Figure 1. Floorplan with the power grid (run 1).
Bar = 50 um. Pins as bars on the die edge.
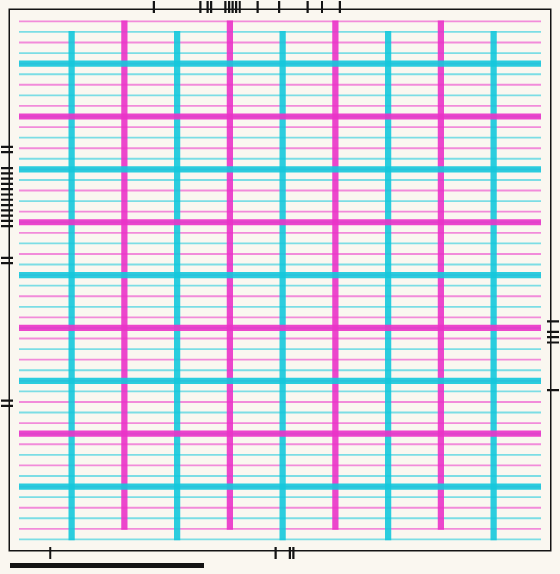
Figure 2. Clock nets (run 1).
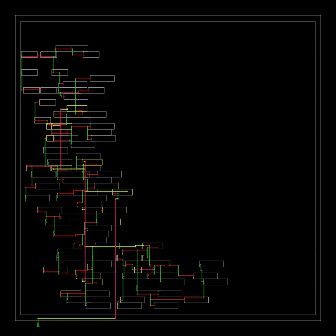
Figure 3. Met3 routing (run 1).
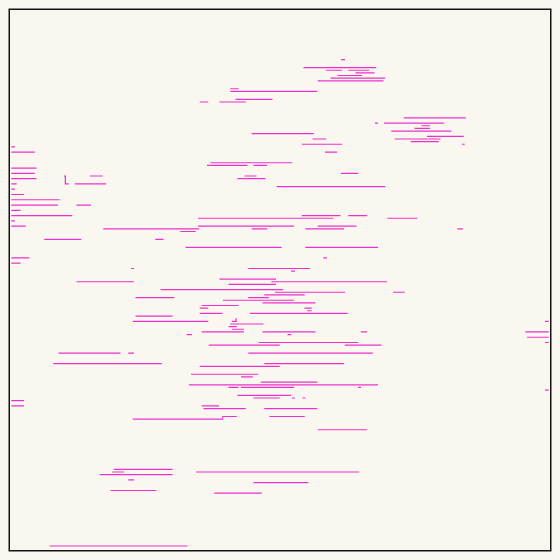
[src/rtl/datapath_regfile_core_if.sv]
// Bus bundle for datapath_regfile_core: instruction issue channel and result channel.
//   master : instruction producer / result consumer (drives in_valid, opcode/operands, out_ready)
//   slave  : the core (drives in_ready, out_valid, Result and flags)
interface datapath_regfile_core_if #(
    parameter int unsigned WIDTH = 8,
    parameter int unsigned NREGS = 8
);
    localparam int unsigned AW = $clog2(NREGS);

    // Instruction channel
    logic             in_valid;
    logic             in_ready;
    logic [3:0]       OpCode;
    logic [AW-1:0]    Rd;
    logic [AW-1:0]    Rs1;
    logic [AW-1:0]    Rs2;
    logic [WIDTH-1:0] Imm;
    logic             UseImm;

    // Result channel
    logic             out_valid;
    logic             out_ready;
    logic [WIDTH-1:0] Result;
    logic             Zero;
    logic             Neg;
    logic             Carry;
    logic             Overflow;
    logic             Illegal;

    modport master (
        output in_valid, OpCode, Rd, Rs1, Rs2, Imm, UseImm, out_ready,
        input  in_ready, out_valid, Result, Zero, Neg, Carry, Overflow, Illegal
    );

    modport slave (
        input  in_valid, OpCode, Rd, Rs1, Rs2, Imm, UseImm, out_ready,
        output in_ready, out_valid, Result, Zero, Neg, Carry, Overflow, Illegal
    );
endinterface

[src/rtl/datapath_regfile_core.sv]
// Single-issue register-file + ALU core with a one-deep registered result stage.
// Ports:
//   clk    : rising-edge clock
//   rst_n  : synchronous active-low reset
//   bus    : datapath_regfile_core_if.slave (instruction in, result + flags out)
// An instruction is accepted when in_valid && in_ready; its result, flags and
// register write all land on that same edge, so the next instruction reads them.
module datapath_regfile_core #(
    parameter int unsigned WIDTH = 8,
    parameter int unsigned NREGS = 8
) (
    input  logic                      clk,
    input  logic                      rst_n,
    datapath_regfile_core_if.slave    bus
);
    localparam int unsigned AW  = $clog2(NREGS);
    localparam int unsigned AWS = $clog2(WIDTH);

    localparam logic [3:0] OP_ADD  = 4'h0;
    localparam logic [3:0] OP_SUB  = 4'h1;
    localparam logic [3:0] OP_AND  = 4'h2;
    localparam logic [3:0] OP_OR   = 4'h3;
    localparam logic [3:0] OP_XOR  = 4'h4;
    localparam logic [3:0] OP_SLT  = 4'h5;
    localparam logic [3:0] OP_SLL  = 4'h6;
    localparam logic [3:0] OP_SRL  = 4'h7;
    localparam logic [3:0] OP_SRA  = 4'h8;
    localparam logic [3:0] OP_SLTU = 4'h9;
    localparam logic [3:0] OP_ADC  = 4'hA;
    localparam logic [3:0] OP_MOV  = 4'hB;

    logic [WIDTH-1:0] regs_q [NREGS];

    logic             cflag_q,     cflag_d;
    logic             out_valid_q, out_valid_d;
    logic [WIDTH-1:0] result_q,    result_d;
    logic             zero_q,      zero_d;
    logic             neg_q,       neg_d;
    logic             carry_q,     carry_d;
    logic             ovf_q,       ovf_d;
    logic             illegal_q,   illegal_d;

    logic             in_ready_c;
    logic             accept_c;
    logic             wr_en_c;
    logic [WIDTH-1:0] op_a_c;
    logic [WIDTH-1:0] op_b_c;
    logic [AWS-1:0]   shamt_c;
    logic [WIDTH:0]   sum_c;
    logic [WIDTH-1:0] alu_res_c;
    logic             alu_c_c;
    logic             alu_v_c;
    logic             alu_ill_c;

    // Handshake: a held result blocks issue unless it is being consumed this cycle
    assign in_ready_c = !out_valid_q || bus.out_ready;
    assign accept_c   = bus.in_valid && in_ready_c;
    assign wr_en_c    = accept_c && !alu_ill_c && (bus.Rd != AW'(0));

    // Operand fetch; R0 is forced to zero on read
    always_comb begin
        op_a_c = (bus.Rs1 == AW'(0)) ? '0 : regs_q[bus.Rs1];
        op_b_c = (bus.Rs2 == AW'(0)) ? '0 : regs_q[bus.Rs2];
        if (bus.UseImm) begin
            op_b_c = bus.Imm;
        end
        shamt_c = op_b_c[AWS-1:0];
    end

    // ALU: result, carry/borrow, signed overflow, illegal-op detect
    always_comb begin
        sum_c     = '0;
        alu_res_c = '0;
        alu_c_c   = 1'b0;
        alu_v_c   = 1'b0;
        alu_ill_c = 1'b0;
        unique case (bus.OpCode)
            OP_ADD, OP_ADC: begin
                sum_c = {1'b0, op_a_c} + {1'b0, op_b_c}
                      + {{WIDTH{1'b0}}, (bus.OpCode == OP_ADC) ? cflag_q : 1'b0};
                alu_res_c = sum_c[WIDTH-1:0];
                alu_c_c   = sum_c[WIDTH];
                alu_v_c   = (op_a_c[WIDTH-1] == op_b_c[WIDTH-1]) &&
                            (alu_res_c[WIDTH-1] != op_a_c[WIDTH-1]);
            end
            OP_SUB: begin
                // Top bit of the extended difference is the unsigned borrow
                sum_c     = {1'b0, op_a_c} - {1'b0, op_b_c};
                alu_res_c = sum_c[WIDTH-1:0];
                alu_c_c   = sum_c[WIDTH];
                alu_v_c   = (op_a_c[WIDTH-1] != op_b_c[WIDTH-1]) &&
                            (alu_res_c[WIDTH-1] != op_a_c[WIDTH-1]);
            end
            OP_AND:  alu_res_c = op_a_c & op_b_c;
            OP_OR:   alu_res_c = op_a_c | op_b_c;
            OP_XOR:  alu_res_c = op_a_c ^ op_b_c;
            OP_SLT:  alu_res_c = WIDTH'($signed(op_a_c) < $signed(op_b_c));
            OP_SLTU: alu_res_c = WIDTH'(op_a_c < op_b_c);
            OP_SLL:  alu_res_c = op_a_c << shamt_c;
            OP_SRL:  alu_res_c = op_a_c >> shamt_c;
            OP_SRA:  alu_res_c = WIDTH'($signed(op_a_c) >>> shamt_c);
            OP_MOV:  alu_res_c = op_b_c;
            default: alu_ill_c = 1'b1;
        endcase
    end

    // Next state for the result stage and carry flag
    always_comb begin
        cflag_d     = cflag_q;
        out_valid_d = out_valid_q;
        result_d    = result_q;
        zero_d      = zero_q;
        neg_d       = neg_q;
        carry_d     = carry_q;
        ovf_d       = ovf_q;
        illegal_d   = illegal_q;
        if (accept_c) begin
            out_valid_d = 1'b1;
            result_d    = alu_res_c;
            zero_d      = (alu_res_c == '0);
            neg_d       = alu_res_c[WIDTH-1];
            carry_d     = alu_c_c;
            ovf_d       = alu_v_c;
            illegal_d   = alu_ill_c;
            if (!alu_ill_c) begin
                cflag_d = alu_c_c;
            end
        end else if (bus.out_ready) begin
            out_valid_d = 1'b0;
        end
    end

    // State registers and register file; reset wins over acceptance
    always_ff @(posedge clk) begin
        if (!rst_n) begin
            for (int i = 0; i < int'(NREGS); i++) begin
                regs_q[i] <= '0;
            end
            cflag_q     <= 1'b0;
            out_valid_q <= 1'b0;
            result_q    <= '0;
            zero_q      <= 1'b0;
            neg_q       <= 1'b0;
            carry_q     <= 1'b0;
            ovf_q       <= 1'b0;
            illegal_q   <= 1'b0;
        end else begin
            if (wr_en_c) begin
                regs_q[bus.Rd] <= alu_res_c;
            end
            cflag_q     <= cflag_d;
            out_valid_q <= out_valid_d;
            result_q    <= result_d;
            zero_q      <= zero_d;
            neg_q       <= neg_d;
            carry_q     <= carry_d;
            ovf_q       <= ovf_d;
            illegal_q   <= illegal_d;
        end
    end

    assign bus.in_ready  = in_ready_c;
    assign bus.out_valid = out_valid_q;
    assign bus.Result    = result_q;
    assign bus.Zero      = zero_q;
    assign bus.Neg       = neg_q;
    assign bus.Carry     = carry_q;
    assign bus.Overflow  = ovf_q;
    assign bus.Illegal   = illegal_q;
endmodule

[src/flat_wrapper.sv]
// flat-port wrapper written by rule: the top's interface ports become plain ports
module datapath_regfile_core_flat 
#(
    parameter int unsigned WIDTH = 8,
    parameter int unsigned NREGS = 8
)
  (clk, rst_n, bus_in_valid, bus_OpCode, bus_Rd, bus_Rs1, bus_Rs2, bus_Imm, bus_UseImm, bus_out_ready, bus_in_ready, bus_out_valid, bus_Result, bus_Zero, bus_Neg, bus_Carry, bus_Overflow, bus_Illegal);
  datapath_regfile_core_if #(.WIDTH(WIDTH), .NREGS(NREGS)) bus_i ();
  input  logic clk;
  input  logic rst_n;
  input wire logic [$bits(bus_i.in_valid)-1:0] bus_in_valid;
  input wire logic [$bits(bus_i.OpCode)-1:0] bus_OpCode;
  input wire logic [$bits(bus_i.Rd)-1:0] bus_Rd;
  input wire logic [$bits(bus_i.Rs1)-1:0] bus_Rs1;
  input wire logic [$bits(bus_i.Rs2)-1:0] bus_Rs2;
  input wire logic [$bits(bus_i.Imm)-1:0] bus_Imm;
  input wire logic [$bits(bus_i.UseImm)-1:0] bus_UseImm;
  input wire logic [$bits(bus_i.out_ready)-1:0] bus_out_ready;
  output wire logic [$bits(bus_i.in_ready)-1:0] bus_in_ready;
  output wire logic [$bits(bus_i.out_valid)-1:0] bus_out_valid;
  output wire logic [$bits(bus_i.Result)-1:0] bus_Result;
  output wire logic [$bits(bus_i.Zero)-1:0] bus_Zero;
  output wire logic [$bits(bus_i.Neg)-1:0] bus_Neg;
  output wire logic [$bits(bus_i.Carry)-1:0] bus_Carry;
  output wire logic [$bits(bus_i.Overflow)-1:0] bus_Overflow;
  output wire logic [$bits(bus_i.Illegal)-1:0] bus_Illegal;
  assign bus_i.in_valid = bus_in_valid;
  assign bus_i.OpCode = bus_OpCode;
  assign bus_i.Rd = bus_Rd;
  assign bus_i.Rs1 = bus_Rs1;
  assign bus_i.Rs2 = bus_Rs2;
  assign bus_i.Imm = bus_Imm;
  assign bus_i.UseImm = bus_UseImm;
  assign bus_i.out_ready = bus_out_ready;
  assign bus_in_ready = bus_i.in_ready;
  assign bus_out_valid = bus_i.out_valid;
  assign bus_Result = bus_i.Result;
  assign bus_Zero = bus_i.Zero;
  assign bus_Neg = bus_i.Neg;
  assign bus_Carry = bus_i.Carry;
  assign bus_Overflow = bus_i.Overflow;
  assign bus_Illegal = bus_i.Illegal;
  datapath_regfile_core #(.WIDTH(WIDTH), .NREGS(NREGS)) u_core (.clk(clk), .rst_n(rst_n), .bus(bus_i));
endmodule
[config.mk]
export PLATFORM = sky130hd
export DESIGN_NAME = datapath_regfile_core_flat
export DESIGN_NICKNAME = d
export VERILOG_FILES = /design/src/rtl/datapath_regfile_core_if.sv /design/src/rtl/datapath_regfile_core.sv /design/src/flat_wrapper.sv
export SDC_FILE = /design/constraint.sdc
export NUM_CORES = 1
export LEC_CHECK = 0
export ABC_AREA = 1
export CAP_MARGIN = 20
export CORE_MARGIN = 2
export CORE_UTILIZATION = 35
export CTS_BUF_LIST = sky130_fd_sc_hd__clkbuf_8 sky130_fd_sc_hd__clkbuf_16
export DETAILED_ROUTE_END_ITERATION = 6
export PLACE_DENSITY = 0.62
export SLEW_MARGIN = 10
export SYNTH_ARGS = -nofsm -noshare
export SYNTH_HDL_FRONTEND = slang
export SYNTH_SLANG_ARGS = --single-unit
[constraint.sdc]
create_clock -name clk -period 4.4 [get_ports clk]
set_input_delay 1.1 -clock clk [delete_from_list [all_inputs] [get_ports clk]]
set_output_delay 1.1 -clock clk [all_outputs]
set_load 0.005 [all_outputs]
==> Slide: Implementation Results, run 1 <==
Physical Implementation Snapshot

Power
  – Internal Power: 0.00164 W
  – Combinational share of power: 0.359
  – Power Total: 0.00248 W
  – Psw: 0.000838 W
  – Switching share of power: 0.338
  – P_leak: 4.36 nW

Route
  – Drt first pass iters: 5
  – Routed via count: 6804
  – WL final: 21500 um
  – 1st-iter DRT viols: 587
  – Routed Antenna Nets: 0
  – WL/cell: 15.6 um
  – Metal2 WL: 9460 um
  – Drt via density: 4.96
  – WL met1: 10200 um
  – Highest metal layer with signal wires: met4
  – Met3 WL: 1430 um

Timing
  – Final setup viols: 0
  – Worst-Margin Slew: 0.535 ns
  – RSZ-0062 raised after global routing: true
  – Final period utilization: 0.944
  – Peak Freq: 0.241 GHz
  – Max transition margin: 0.643
  – Worst hold slack: 0.504 ns

Critical path
  – Worst path cell trace: clkdlybuf4s50_1 > buf_4 > buf_12 > nor2_1 > o21ai_1 > nand2_1 > nor2_1 > nor2_1 > buf_4 > ha_1 > buf_4 > a21oi_1 > or2_2 > nand3_1 > nand2_1 > nand3_1 > nand4_1 > nor2_2 > nand3_2 > nor2_1 > nand3_1 > nor2_1 > nor2_1 > nor2_1
  – Worst Path Max Fanout: 14
  – R2R Setup Slk: 1.21 ns
  – Reg2Reg Depth: 21
  – Crit path to: u_core.bus.Zero$_SDFFE_PN0P_
  – WP data arrival: 4.43 ns
  – Crit. End Element: flop
  – Delay-heaviest family, CP: simple AND/OR/NAND/NOR gates
  – Critical path type: in -> reg
  – WP data required: 4.68 ns
  – Worst R2R End: u_core.bus.Zero$_SDFFE_PN0P_
  – Worst Path Buf+Inv: 5
  – Worst setup path startpoint: bus_Rs1[1]
  – R2R Path Start: u_core.regs_q[5][3]$_SDFFCE_PN0P_

Cells and area
  – Max FFs per register: 64
  – Nets: 1193
  – Fillers: 1836
  – Non-Filler Instances: 1373
  – Reg area: 0.00220 sq mm

Clock tree
  – Clk_lat worst skew: 0.34 ns
  – Root Driver: clkbuf_16
  – Htree depth: 3
  – Max Root-Sink Buffers: 2
  – Clock Sinks: 78
  – Hold buffer count at cts: 0

Placed design
  – Placed Cells incl. Taps: 1357
  – Placer congestion estimate: 1.00

Synthesis
  – Post-synth top flop: edfxtp_1
  – Seq/Total Area, Yosys: 0.346
  – AND-OR/OR-AND Cells, Area Fraction: 0.0901
  – Fa+ha+maj area frac: 0.0585
  – Cell with the most instances after synthesis: nand2_1
  – Synth async-reset ratio: 0
  – Mean Syn Cell Area: 6.64 sq um
  – Flops after synth: 78
  – Post-Syn Area: 0.00637 sq mm
  – Logic family by area: simple AND/OR/NAND/NOR gates
  – Top area contributor share: 0.302
  – Mux frac, synth: 0
  – Ys Warns: 0
  – Number of enable flip-flop cells: 64
  – Library cells used by synthesis: 42
  – Cells after Synth: 960

Worst hold path
  – Worst hold start: u_core.bus.Result[3]$_SDFFE_PN0P_
  – Hold Path Stages: 2

Global routing
  – Vias in the first global route: 6343
  – GRT met2 Usage: 0.349
  – GRT busiest layer: met2
  – First-pass GRT wire length: 34200 um
  – GRT met3 Usage: 0.0283
  – Met1 GRT Util: 0.331

Die
  – Chip area: 0.0193 sq mm
  – Placeable core region: 0.0179 sq mm
  – Top Ports: 41

Flow run
  – MaxCap Viol Count: 0
  – Count of tool warnings: 44

Outcome
  – Status: completed
About Figure 1:
[cyan] VSS
[magenta] VDD
signal pins: 41
rows: 49
worst vdd ir: 0.000280 V
vertical die size: 139 um
Die Wd: 139 um

About Figure 2:
P_clk: 0.000727 W
CTS buffer count: 9
Worst Clk Skew: 0.00946 ns

About Figure 3:
main direction: horizontal
longest straight run: 48.3 um
nets with wire on the layer: 119

run 1: per-stage QoR:
stage | setup TNS (ns) | instance area (sq um) | utilization
5_1_grt | -0.0269 | 8490 | 0.474
2_1_floorplan | 0 | 6400 | -
3_5_place_dp | -16.66 | 8130 | 0.454
3_3_place_gp | -17.30 | 8130 | 0.454
6_report | 0 | 8490 | 0.474
4_1_cts | 0 | 8430 | 0.471
run 1: layout by cell type, fill, tap and decap left out, types with 4 or more instances in the layout:
master / n
edfxtp_1: 64
inv_4: 4
nor2_2: 8
inv_1: 139
nand4_1: 11
a21oi_1: 30
conb_1: 8
buf_4: 148
buf_12: 7
o21ai_0: 28
o21ai_1: 6
clkbuf_16: 10
o211ai_1: 17
nand2_1: 277
dfxtp_1: 14
ha_1: 23
nor2_1: 124
nand3_2: 8
o22ai_1: 5
inv_2: 18
nand2_2: 8
nand3_1: 108
clkdlybuf4s50_1: 36
run 1: power by group through the flow:
stage / logic [W] / registers, W / clock network, W
6_report: 0.000890 / 0.000861 / 0.000727
2_1_floorplan: 0.000460 / 0.000866 / 0
5_1_grt: 0.000983 / 0.000864 / 0.000769
3_3_place_gp: 0.000866 / 0.000876 / 0
3_5_place_dp: 0.000868 / 0.000876 / 0
4_1_cts: 0.000873 / 0.000861 / 0.000741
run 1: final cells by class:
cell class,count,share of cell area
Timing Repair Buffer,196,0.197
Tap cell,229,0.0337
Inverter,161,0.0721
Clock inverter,6,0.00589
Sequential cell,78,0.259
Clock buffer,10,0.0295
Multi-Input combinational cell,693,0.403
run 1: timing repair:
action | in CTS | in global routing
endpoints found under the setup margin | 17 | 57
gates resized | 2 | 20
pin swaps | 0 | 1
Figure 4. Signal wires on met2 (run 1).
Bar = 50 um.
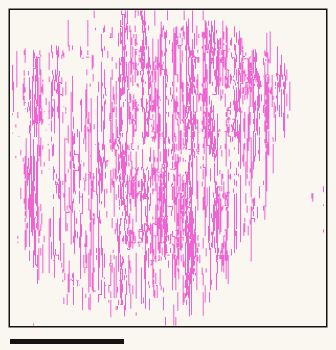

==> run 2: changes to the inputs <==
- RECOVER_POWER: not set -> 50
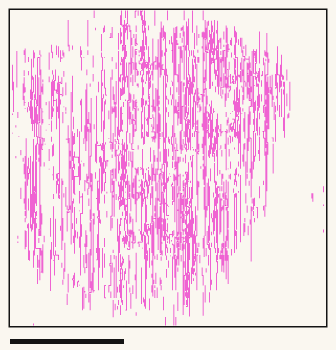
Figure 5: run 2, signal wires on met2.
Bar = 50 um.
nets with wire on the layer: 921
share of all routed wire: 44%
longest straight run: 67.0 um
wire length on this layer: 9420 um
main direction: vertical
routed via count: 6787
GRT met2 Usage: 0.349
WL final: 21500 um

==> Slide: Implementation Results, run 2 <==
Physical Implementation Snapshot

Critical path
  – R2R Path Start: u_core.regs_q[4][3]$_SDFFCE_PN0P_
  – Worst path cell trace: clkdlybuf4s50_1 > buf_4 > buf_12 > nor2_1 > o21ai_1 > nand2_1 > nor2_1 > nor2_1 > buf_4 > ha_1 > buf_4 > a21oi_1 > or2_2 > nand3_1 > nand2_1 > nand3_1 > nand4_1 > nor2_2 > nand3_2 > nor2_1 > nand3_1 > nor2_1 > nor2_1 > nor2_1
  – Reg2Reg Depth: 21 (unchanged)
  – WP data required: 4.68 ns (about the same)
  – Critical path type: in -> reg
  – R2R Setup Slk: 1.15 ns (-0.06 ns)
  – Crit. End Element: flop
  – Crit path to: u_core.bus.Zero$_SDFFE_PN0P_
  – Worst Path Max Fanout: 14 (unchanged)
  – Worst setup path startpoint: bus_Rs1[1]
  – WP data arrival: 4.44 ns (about the same)
  – CP dominant cell by count: nor2_1
  – Max incr delay on CP: 0.45 ns
  – Worst R2R End: u_core.bus.Zero$_SDFFE_PN0P_
  – Slowest cell on the critical path: clkdlybuf4s50_1
  – Crit start category: input pin

Timing
  – Worst Clk Skew: 0.00972 ns (+0.000262 ns)
  – Final period utilization: 0.946 (+0.00197)
  – Max transition margin: 0.647 (+0.00426)
  – Final setup viols: 0 (unchanged)
  – Tmin final: 4.16 ns
  – Worst-Margin Slew: 0.529 ns (-0.00639 ns)
  – Slew Limit Fails: 0
  – Peak Freq: 0.240 GHz (-0.21%)
  – Worst hold slack: 0.498 ns (-0.00572 ns)
  – Setup TNS: 0 ns (unchanged)
  – RSZ-0062 raised after global routing: true

Cells and area
  – Nets: 1193 (unchanged)
  – Layout cells sized above 1: 0.191
  – Fin util: 0.471 (-0.00314)
  – Most instantiated logic cells after routing: nand2_1 (277), inv_1 (139), buf_4 (139)
  – Commonest Layout Cell: nand2_1
  – Max FFs per register: 64 (unchanged)

Synthesis
  – Cell taking the most area after synthesis: edfxtp_1
  – Mean Syn Cell Area: 6.64 sq um (unchanged)
  – Seq/Total Area, Yosys: 0.346 (unchanged)
  – Top cells by count: nand2_1 (278), inv_1 (141), nor2_1 (126)
  – Ys Warns: 0 (unchanged)
  – Cells after Synth: 960 (unchanged)
  – Synth async-reset ratio: 0 (unchanged)
  – Yosys synthesis chip area: 0.00637 sq mm
  – AND-OR/OR-AND Cells, Area Fraction: 0.0901 (unchanged)
  – Basic Gates by Area: 0.373
  – Flops after synth: 78 (unchanged)
  – Number of enable flip-flop cells: 64 (unchanged)
  – Fa+ha+maj area frac: 0.0585 (unchanged)
  – Post-Syn Area: 0.00637 sq mm (unchanged)
  – Post-synth top flop: edfxtp_1
  – Library cells used by synthesis: 42 (unchanged)
  – Cell with the most instances after synthesis: nand2_1
  – Mux frac, synth: 0 (unchanged)
  – Top area contributor share: 0.302 (unchanged)
  – Logic family by area: simple AND/OR/NAND/NOR gates

Die
  – Placeable core region: 0.0179 sq mm (unchanged)
  – Die Wd: 139 um (unchanged)
  – Chip area: 0.0193 sq mm (unchanged)
  – Top Ports: 41 (unchanged)
  – Vertical die size: 139 um (unchanged)

Clock tree
  – Hold buffer count at cts: 0 (unchanged)
  – # resized after CTS: 2 (unchanged)
  – CTS buffer count: 9 (unchanged)
  – Max Root-Sink Buffers: 2 (unchanged)
  – Root Driver: clkbuf_16
  – CTS tree: yes
  – Clk_lat worst skew: 0.34 ns (about the same)
  – Clock Sinks: 78 (unchanged)
  – Clock-pin transition on the worst setup and hold timing paths: 0.07 ns
  – Htree depth: 3 (unchanged)

Worst hold path
  – Worst min path class: reg -> reg
  – Hold Path Stages: 2 (unchanged)
  – Worst hold start: u_core.bus.Result[3]$_SDFFE_PN0P_

Global routing
  – GRT Overall Usage: 0.224
  – First-pass GRT wire length: 34200 um (unchanged)
  – Vias in the first global route: 6343 (unchanged)
  – Largest net degree at the start of global routing: 27
  – Total grt overflow: 0
  – Antenna violations before repair: 0

Outcome
  – Status: completed

Power
  – Combinational share of power: 0.357 (-0.002)
  – Sequential power share: 0.348
  – Psw: 0.000840 W (+0.27%)
  – Clk network pwr share: 0.294
  – Power Total: 0.00247 W (-0.29%)
  – P_leak: 4.35 nW (-0.21%)
  – Pwr Density: 293 mW/mm^2
  – Worst vdd ir: 0.000280 V (-0.18%)
  – Internal Power: 0.00163 W (-0.58%)
  – Switching share of power: 0.340 (+0.00192)

Placed design
  – DP HPWL: 17500 um
  – Placer congestion estimate: 1.00 (unchanged)

Flow run
  – MaxCap Viol Count: 0 (unchanged)
  – Count of tool warnings: 44 (unchanged)

Route
  – Routed Antenna Nets: 0 (unchanged)
  – Drt via density: 4.94 (-0.25%)
  – 1st-iter DRT viols: 526 (-10%)
  – Drt first pass iters: 6 (+1)
  – WL/cell: 15.7 um (+0.29%)
==> run 2: cell counts after synthesis <==
Identical to the previous run, type by type.
==> run 2: area by class of cell <==
type	count	area [sq um]
clock buffer	10	250
clock inverter	6	50.0
timing repair buffer	196	1620
fill	1848	9470
sequential	78	2200
inverter	161	612
tap	229	287
multi-input combinational	693	3410
==> run 2: cells by family (layout without fill, tap and decap cells) <==
kind of cell / count (synthesis) / after routing
other: 1 / 8
xor gates and xnor gates: 2 / 2
and+or+nand+nor: 557 / 557
adders and majority gates: 28 / 28
AOI/OAI and AO/OA: 98 / 98
DFF: 78 / 78
buffers and inverters: 196 / 373
==> run 2: worst max-delay path: cells and delay by family <==
kind            cells  cell delay [ns]
simple gates       16             1.69
fa+ha+maj           1             0.36
compound gates      2             0.25
buf+inv             5             1.04
==> run 2: through the flow <==
stage	instance area [sq um]	setup slack, ns	instances
floorplan	6400	0.353	967
global placement	8130	-0.413	1357
detailed placement	8130	-0.407	1357
CTS	8430	0.00332	1373
global route	8430	-0.0269	1373
finish	8430	0.239	1373
==> run 2: power by group through the flow <==
| stage | clock network, W | registers, W | logic [W] |
|---|---|---|---|
| 3_5_place_dp | 0 | 0.000876 | 0.000868 |
| 6_report | 0.000727 | 0.000861 | 0.000882 |
| 3_3_place_gp | 0 | 0.000876 | 0.000866 |
| 2_1_floorplan | 0 | 0.000866 | 0.000460 |
| 4_1_cts | 0.000741 | 0.000861 | 0.000873 |
| 5_1_grt | 0.000769 | 0.000863 | 0.000972 |
==> run 2: layer usage <==
metal / track usage / share of wire / vias to the layer above
met5: 0 / 0 / -
met4: 0.0569 / 0.017 / 0
met3: 0.0283 / 0.065 / 29
met2: 0.349 / 0.44 / 269
met1: 0.331 / 0.48 / 3079
li1: - / - / 3410
==> run 3: changes to the inputs <==
- SLEW_MARGIN: 10 -> not set
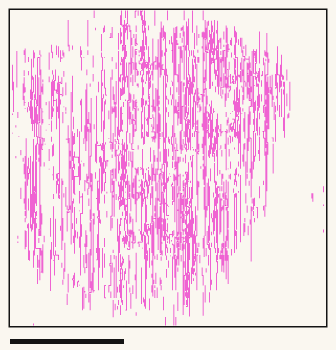
Figure 6: run 3, signal wires on met2.
Bar = 50 um.
longest straight run: 67.0 um
nets with wire on the layer: 921
wire length on this layer: 9420 um
share of all routed wire: 44%

==> Slide: Implementation Results, run 3 <==
Physical Implementation Snapshot

Outcome
  – Status: completed

Synthesis
  – Top area contributor share: 0.302 (unchanged)
  – Mean Syn Cell Area: 6.64 sq um (unchanged)
  – Number of enable flip-flop cells: 64 (unchanged)
  – Library cells used by synthesis: 42 (unchanged)
  – Yosys synthesis chip area: 0.00637 sq mm (unchanged)
  – Flops after synth: 78 (unchanged)
  – Yosys cell count: 960
  – Seq/Total Area, Yosys: 0.346 (unchanged)
  – Top cells by count: nand2_1 (278), inv_1 (141), nor2_1 (126)
  – Cell with the most instances after synthesis: nand2_1
  – Cell taking the most area after synthesis: edfxtp_1
  – Post-Syn Area: 0.00637 sq mm (unchanged)
  – Cells after Synth: 960 (unchanged)
  – Synth async-reset ratio: 0 (unchanged)
  – Post-synth top flop: edfxtp_1
  – Ys Warns: 0 (unchanged)

Route
  – Met3 WL: 1390 um (unchanged)
  – Routed via count: 6787 (unchanged)
  – Drt via density: 4.94 (unchanged)
  – Highest metal layer with signal wires: met4
  – WL/cell: 15.7 um (unchanged)
  – Routed Antenna Nets: 0 (unchanged)
  – Drt first pass iters: 6 (unchanged)
  – WL met1: 10300 um (unchanged)
  – Metal2 WL: 9420 um (unchanged)
  – 1st-iter DRT viols: 526 (unchanged)
  – Remaining DRCs: 0
  – WL final: 21500 um (unchanged)

Clock tree
  – Root Driver: clkbuf_16
  – Hold buffer count at cts: 0 (unchanged)
  – Max Root-Sink Buffers: 2 (unchanged)
  – Clock Sinks: 78 (unchanged)
  – Htree depth: 3 (unchanged)
  – Clock-pin transition on the worst setup and hold timing paths: 0.07 ns (about the same)
  – CTS buffer count: 9 (unchanged)
  – Clk_lat worst skew: 0.34 ns (about the same)
  – Setup bufs post-CTS: 0
  – CTS tree: yes

Placed design
  – Post-place setup slack: -0.407 ns (unchanged)
  – PortBufs: 40
  – Placer congestion estimate: 1.00 (unchanged)
  – Placed Cells incl. Taps: 1357 (unchanged)
  – DP HPWL: 17500 um (unchanged)
  – Placed Area: 0.00813 sq mm (unchanged)

Cells and area
  – Gate Area: 0.00341 sq mm (unchanged)
  – Nets: 1193 (unchanged)
  – Layout Cell Area excl Fill: 0.00843 sq mm (unchanged)
  – Reg area: 0.00220 sq mm (unchanged)
  – Commonest Layout Cell: nand2_1
  – Most instantiated logic cells after routing: nand2_1 (277), inv_1 (139), buf_4 (139)
  – Area Overhead vs Synth: 32.4%
  – Fillers: 1848 (unchanged)
  – Layout cells sized above 1: 0.191 (unchanged)
  – Max FFs per register: 64 (unchanged)
  – Non-Filler Instances: 1373 (unchanged)
  – Fin util: 0.471 (unchanged)

Global routing
  – Met1 GRT Util: 0.331 (unchanged)
  – First-pass GRT wire length: 34200 um (unchanged)
  – Total grt overflow: 0 (unchanged)
  – Largest net degree at the start of global routing: 27 (unchanged)
  – GRT met3 Usage: 0.0283 (unchanged)
  – Antenna violations before repair: 0 (unchanged)
  – GRT Overall Usage: 0.224 (unchanged)
  – GRT met2 Usage: 0.349 (unchanged)
  – Vias in the first global route: 6343 (unchanged)
  – GRT busiest layer: met2

Flow run
  – MaxCap Viol Count: 0 (unchanged)
  – Count of tool warnings: 44 (unchanged)

Critical path
  – R2R Path Start: u_core.regs_q[4][3]$_SDFFCE_PN0P_
  – Worst Path Max Fanout: 14 (unchanged)
  – Max incr delay on CP: 0.45 ns (about the same)
  – Crit start category: input pin
  – Worst Path Buf+Inv: 5 (unchanged)
  – WP data required: 4.68 ns (about the same)
  – R2R Setup Slk: 1.15 ns (about the same)
  – Crit. End Element: flop
  – Critical path type: in -> reg
  – Delay-heaviest family, CP: simple AND/OR/NAND/NOR gates
  – Slowest cell on the critical path: clkdlybuf4s50_1
  – WP data arrival: 4.44 ns (about the same)
  – Worst R2R End: u_core.bus.Zero$_SDFFE_PN0P_
  – Worst path cell trace: clkdlybuf4s50_1 > buf_4 > buf_12 > nor2_1 > o21ai_1 > nand2_1 > nor2_1 > nor2_1 > buf_4 > ha_1 > buf_4 > a21oi_1 > or2_2 > nand3_1 > nand2_1 > nand3_1 > nand4_1 > nor2_2 > nand3_2 > nor2_1 > nand3_1 > nor2_1 > nor2_1 > nor2_1
  – CP dominant cell by count: nor2_1
  – Reg2Reg Depth: 21 (unchanged)

Die
  – Die Wd: 139 um (unchanged)
  – Vertical die size: 139 um (unchanged)
  – Floorplan core density: 0.356
  – Chip area: 0.0193 sq mm (unchanged)
  – Placeable core region: 0.0179 sq mm (unchanged)
  – Core Rows: 49
  – Top Ports: 41 (unchanged)

Timing
  – Final setup viols: 0 (unchanged)
  – Worst setup margin: 0.239 ns (unchanged)
  – Worst Clk Skew: 0.00972 ns (unchanged)
  – RSZ-0062 raised after global routing: true
  – Worst-Margin Slew: 0.529 ns (unchanged)
  – Final period utilization: 0.946 (unchanged)
  – Slew Limit Fails: 0 (unchanged)
  – Max transition margin: 0.647 (unchanged)
  – Hold Fails Final Rpt: 0
  – Peak Freq: 0.240 GHz (unchanged)
  – Worst hold slack: 0.498 ns (unchanged)
  – Tmin final: 4.16 ns (unchanged)
  – Setup TNS: 0 ns (unchanged)

Power
  – P_leak: 4.35 nW (unchanged)
  – Power Total: 0.00247 W (unchanged)
  – Pwr Density: 293 mW/mm^2 (unchanged)
  – Worst vdd ir: 0.000280 V (unchanged)

Worst hold path
  – Hold Path Stages: 2 (unchanged)
  – Worst hold path endpoint: u_core.bus.Result[3]$_SDFFE_PN0P_
  – Worst hold start: u_core.bus.Result[3]$_SDFFE_PN0P_
  – Worst min path class: reg -> reg
-- run 3: cell counts after synthesis --
No cell type changed its count.
-- run 3: kinds of logic (layout without fill, tap and decap cells) --
logic type               Yosys count  count (layout)  share of synthesized area
AND/OR/NAND/NOR                  557             557                      0.373
buffers and inverters            196             373                      0.129
AND-OR/OR-AND                     98              98                     0.0901
flip-flops                        78              78                      0.346
adder cells (fa/ha/maj)           28              28                     0.0585
XOR/XNOR                           2               2                    0.00275
other                              1               8                   0.000589
-- run 3: tightest hold or removal path, stage by stage, from the launching register on --
cell and delay (ns):
dfxtp_1 0.33, o211ai_1 0.09, inv_1 0.05
-- run 3: cell type report --
type,instances,area share
Inverter,161,0.0725
Sequential cell,78,0.261
Timing Repair Buffer,196,0.192
Tap cell,229,0.0340
Clock inverter,6,0.00593
Clock buffer,10,0.0297
Multi-Input combinational cell,693,0.404
-- run 3: how the worst max path moves through the flow --
stage / from / end / slack (ns) / depth (start not counted)
floorplan: bus_Rs1[0] / u_core.regs_q[1][4]$_SDFFCE_PN0P_ / 0.35 / 22
global placement: bus_Rs1[0] / u_core.regs_q[6][4]$_SDFFCE_PN0P_ / -0.41 / 22
detailed placement: bus_Rs1[0] / u_core.regs_q[6][4]$_SDFFCE_PN0P_ / -0.41 / 22
CTS: bus_Rs2[0] / u_core.regs_q[2][4]$_SDFFCE_PN0P_ / 0.003 / 23
global route: bus_Rs1[1] / u_core.bus.Zero$_SDFFE_PN0P_ / -0.03 / 24
finish: bus_Rs1[1] / u_core.bus.Zero$_SDFFE_PN0P_ / 0.24 / 24
-- run 3: where the power goes --
group,internal (W),switching (W)
logic,0.000369,0.000513
clock network,0.000423,0.000304
registers,0.000838,0.0000230
-- run 3: timing repair --
item	in CTS	in global routing
setup endpoints to repair	17	57
gates resized	2	20
pin swaps	0	1
Power figures rest on the tool's default switching activity, not on a simulated workload.
